### Placement by cell class

Scale: 10 px per micron. Fill, decap, tap and diode cells in grey.
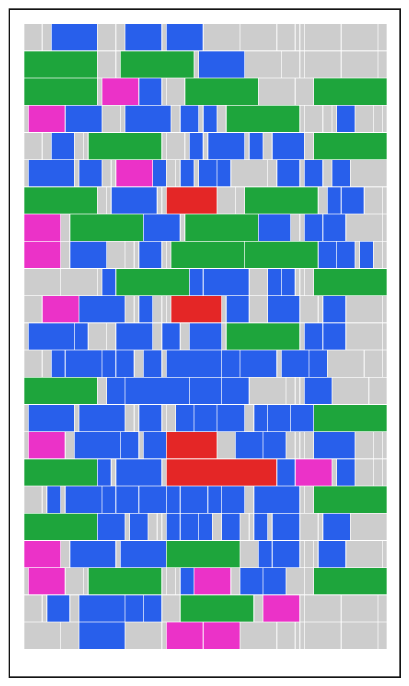
### Clock distribution

Scale: 12 px per micron.
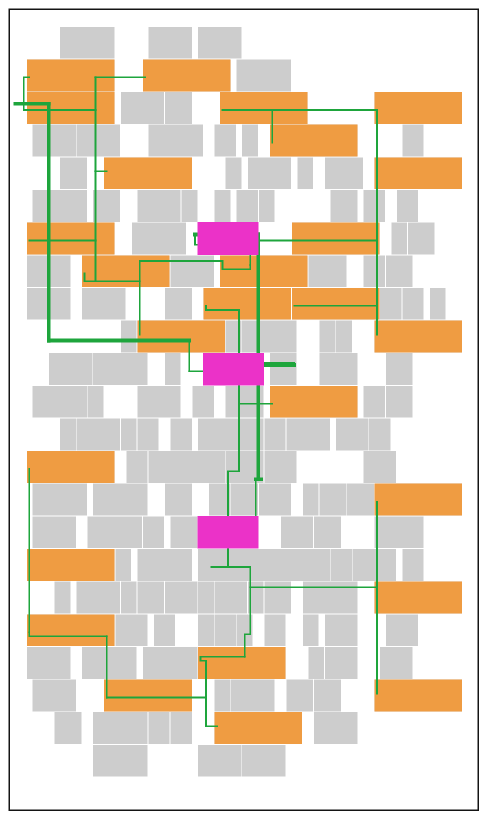
### Track usage over the die

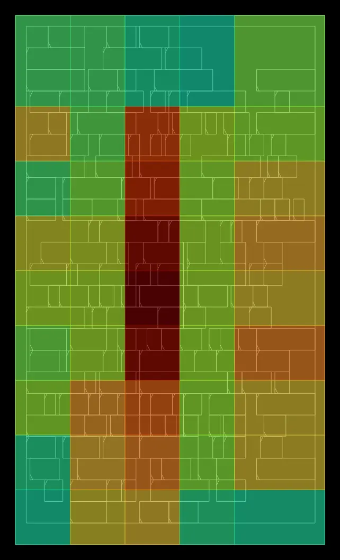
### Where the registers sit

Scale: 10 px per micron.
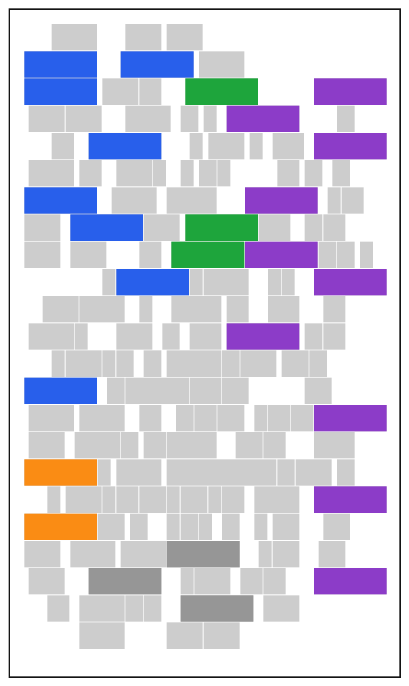
### PDN straps and rails

Scale: 8 px per micron. Pins as bars on the die edge.
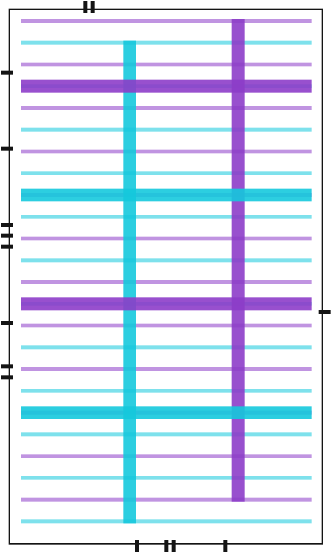
**src/rtl/pdu_uart_pkg.sv**
```systemverilog
// Shared definitions for the PDU UART transmitter and its future receiver twin.
// State encoding and default bit timing live here so both sides stay in step.
package pdu_uart_pkg;

    typedef enum logic [1:0] {
        ST_IDLE  = 2'd0,
        ST_START = 2'd1,
        ST_DATA  = 2'd2,
        ST_STOP  = 2'd3
    } uart_state_t;

    localparam int DEFAULT_CLKS_PER_BIT = 868;
    localparam int UART_DATA_BITS       = 8;

endpackage

```
**src/rtl/uart_baud_counter.sv**
```systemverilog
// Bit-period timer: counts 0..CLKS_PER_BIT-1 while running and flags the last cycle.
// o_tick is high during the final cycle of each bit period, when the count wraps.
import pdu_uart_pkg::*;

module uart_baud_counter #(
    parameter int CLKS_PER_BIT = DEFAULT_CLKS_PER_BIT
) (
    input  logic clk,
    input  logic i_clear,
    input  logic i_run,
    output logic o_tick
);

    localparam int CNT_W = $clog2(CLKS_PER_BIT);
    localparam logic [CNT_W-1:0] LAST_CNT = CNT_W'(CLKS_PER_BIT - 1);

    logic [CNT_W-1:0] r_cnt;

    assign o_tick = i_run && (r_cnt == LAST_CNT);

    always_ff @(posedge clk) begin
        if (i_clear) begin
            r_cnt <= '0;
        end else if (i_run) begin
            r_cnt <= o_tick ? '0 : r_cnt + 1'b1;
        end
    end

endmodule

```
**src/rtl/uart_tx_serializer.sv**
```systemverilog
// Drains the PDU byte queue onto the UART line as 8N1 frames, one dequeue per byte.
// All outputs are registered; the head byte is captured once and never re-read mid-frame.
import pdu_uart_pkg::*;

module uart_tx_serializer #(
    parameter int CLKS_PER_BIT = DEFAULT_CLKS_PER_BIT,
    parameter int DATA_BITS    = UART_DATA_BITS
) (
    input  logic                 clk,
    input  logic                 rst,
    input  logic                 en,
    input  logic                 queue_empty,
    input  logic [DATA_BITS-1:0] queue_head_data,
    output logic                 dequeue,
    output logic                 tx,
    output logic                 busy
);

    localparam int BIT_W = $clog2(DATA_BITS);
    localparam logic [BIT_W-1:0] LAST_BIT = BIT_W'(DATA_BITS - 1);

    uart_state_t          r_state;
    logic [DATA_BITS-1:0] r_shift;
    logic [BIT_W-1:0]     r_bit_cnt;
    logic                 r_dequeue;
    logic                 r_tx;
    logic                 r_busy;
    logic                 w_srst;
    logic                 w_tick;

    assign w_srst  = rst | ~en;
    assign dequeue = r_dequeue;
    assign tx      = r_tx;
    assign busy    = r_busy;

    // The timer sits at zero through IDLE so START always begins a fresh bit period.
    uart_baud_counter #(
        .CLKS_PER_BIT(CLKS_PER_BIT)
    ) u_baud (
        .clk    (clk),
        .i_clear(w_srst | (r_state == ST_IDLE)),
        .i_run  (r_state != ST_IDLE),
        .o_tick (w_tick)
    );

    always_ff @(posedge clk) begin
        if (w_srst) begin
            r_state   <= ST_IDLE;
            r_shift   <= '0;
            r_bit_cnt <= '0;
            r_dequeue <= 1'b0;
            r_tx      <= 1'b1;
            r_busy    <= 1'b0;
        end else begin
            r_dequeue <= 1'b0;
            case (r_state)
                ST_IDLE: begin
                    r_tx <= 1'b1;
                    if (!queue_empty) begin
                        r_shift   <= queue_head_data;
                        r_dequeue <= 1'b1;
                        r_busy    <= 1'b1;
                        r_tx      <= 1'b0;
                        r_state   <= ST_START;
                    end
                end
                ST_START: begin
                    if (w_tick) begin
                        r_tx      <= r_shift[0];
                        r_bit_cnt <= '0;
                        r_state   <= ST_DATA;
                    end
                end
                ST_DATA: begin
                    if (w_tick) begin
                        r_shift <= r_shift >> 1;
                        if (r_bit_cnt == LAST_BIT) begin
                            r_tx    <= 1'b1;
                            r_state <= ST_STOP;
                        end else begin
                            r_tx      <= r_shift[1];
                            r_bit_cnt <= r_bit_cnt + 1'b1;
                        end
                    end
                end
                ST_STOP: begin
                    if (w_tick) begin
                        r_busy  <= 1'b0;
                        r_state <= ST_IDLE;
                    end
                end
                default: r_state <= ST_IDLE;
            endcase
        end
    end

endmodule

```
**config.mk**
```make
export PLATFORM = sky130hd
export DESIGN_NAME = uart_tx_serializer
export DESIGN_NICKNAME = d
export VERILOG_FILES = /design/src/rtl/pdu_uart_pkg.sv /design/src/rtl/uart_baud_counter.sv /design/src/rtl/uart_tx_serializer.sv
export SDC_FILE = /design/constraint.sdc
export NUM_CORES = 1
export LEC_CHECK = 0
export ABC_CLOCK_PERIOD_IN_PS = 4800
export CAP_MARGIN = 20
export CORE_ASPECT_RATIO = 1.75
export CORE_UTILIZATION = 59
export DETAILED_ROUTE_END_ITERATION = 7
export PLACE_DENSITY = 0.82
export RECOVER_POWER = 25
export SLEW_MARGIN = 10
export SYNTH_ARGS = -nofsm -noshare
export SYNTH_HDL_FRONTEND = slang
export SYNTH_HIERARCHICAL = 1
export SYNTH_SLANG_ARGS = --single-unit
```
**constraint.sdc**
```tcl
create_clock -name clk -period 4.8 [get_ports clk]
set_clock_uncertainty 0.05 [all_clocks]
set_input_delay 0.48 -clock clk [delete_from_list [all_inputs] [get_ports clk]]
set_output_delay 0.48 -clock clk [all_outputs]
set_load 0.005 [all_outputs]
```
==> flow_summary.ini <==
; yosys + openroad results
[status]
outcome = completed

[clocking]
cts-resized-gates = 0
cts-hold-fix-buffers = 0
cts_root_buffer = clkbuf_8
path_clk_slew_ns = 0.09
cts_buffer_depth = 2
cts_tree = built

[final_layout]
nets = 186
num-nonclk-inverters = 5
largest_register = u_baud/r_cnt
most-common-layout-cells = 26 x dfxtp_1, 12 x nor2_1
layout_top_cell = dfxtp_1
clk_share_pct = 4.44
nFillCells = 183
area_growth_pct = 14.0

[grt]
grt_antenna_before_repair = 0
use_met2_pct = 51.5
grt_pass1_vias = 1145
grt-ovfl-total = 0
grt_start_max_net_pins = 18

[synth]
avgSynthCellArea_sq_um = 9.39
syn-num-nets = 172
aoi_share_pct = 21.7
xor_share_pct = 1.87
syn_area_sq_um = 1410
synth-adder-area-share_pct = 8.88
yosysMostFrequentCell = dfxtp_1
ys_cells = 150
top_logic_kind = AND-OR/OR-AND gates
ys_ff = 26
async_reset_ff_share_pct = 0
top_cells_by_count = 26 x dfxtp_1, 12 x nor2_1, 10 x a21oi_1, 10 x ha_1, 10 x nand2_1
ys_warn_count = 6
synth.largest_area_cell = dfxtp_1

[worst_setup_path]
path_buffers = 2
path_cells = inv_1 -> ha_1 -> inv_1 -> nand4_1 -> nor3_2 -> o21bai_1 -> o2111ai_2 -> nor3_1 -> a211oi_1
reg2regPathDepth = 9
cp-end-kind = flip-flop
cpLargestDelayFamily = simple AND/OR/NAND/NOR gates
cp.depth = 9
worst_setup_path_start_kind = flip-flop
crit_required_ns = 4.88

[timing]
fmax_mhz = 381
slew_headroom_pct = 33.6

[min_path]
whs_endpoint = r_bit_cnt[1]
hp-start = r_bit_cnt[1]

[drt]
drcViolationCount = 0
drt_wl_total_microns = 2980
viasPerCell = 6.15

[floorplan]
die-area_sq_um = 2600

[flow_run]
tool_warnings = 32

[power]
p_leak_nw = 0.570
About 'Placement by cell class':
[green] flip-flops | cells: 26 | share of their area: 33%
[magenta] other buffers and delay cells | cells: 14 | share of their area: 8.9%
[red] clock drivers and dummy loads | cells: 4 | share of their area: 4.5%
[blue] all other logic | cells: 119 | share of their area: 54%
register share of the cell area: 32.4%
fin area: 1610 sq um
row count: 23
core area: 2270 sq um

About 'Clock distribution':
[magenta] cells driving clock nets | count: 3
[green] clock wires | length: 306 microns
[orange] flip-flops | count: 26
flops lie: widely spread
routed clock nets: 4

About 'Track usage over the die':
GRT Resource Usage Total: 25.4%
Top Usage Layer GRT: met2
met3 GRT Util: 2.00%

About 'Where the registers sit':
[blue] `r_shift` | sequential cells: 8
[orange] `r_state` | sequential cells: 2
[green] `r_bit_cnt` | sequential cells: 3
[purple] `u_baud/r_cnt` | sequential cells: 10
Finished Core Util: 70.7%
FF+latch area: 520 sq um
sequential power: 0.000227 W

About 'PDN straps and rails':
[purple] VDD
[cyan] VSS
rows: 23
met1 rails: 24
signal pins: 15
worst vdd ir: 0.000317 V
Die X-Extent: 38.9 microns
Die H: 66.6 microns

through the flow:
step                setup WS [ns]  instance area (sq um)  instances  hold WS, ns  total power (W)
global placement             2.34                   1550        184        0.395         0.000292
CTS                          2.13                   1620        188        0.428         0.000474
floorplan                    2.54                   1410        150        0.386         0.000277
finish                       2.17                   1610        188        0.420         0.000472
global route                 1.97                   1610        188        0.457         0.000485
detailed placement           2.16                   1550        184        0.406         0.000294
power breakdown:
| part | internal, W | switching, W | total, W | leakage, nW |
|---|---|---|---|---|
| combinational | 0.0000284 | 0.0000331 | 0.0000615 | 0.323 |
| sequential | 0.000222 | 0.00000457 | 0.000227 | 0.211 |
| clock | 0.000112 | 0.0000719 | 0.000184 | 0.0357 |
| total | 0.000362 | 0.000110 | 0.000472 | 0.570 |
Power and IR drop assume default switching activity.
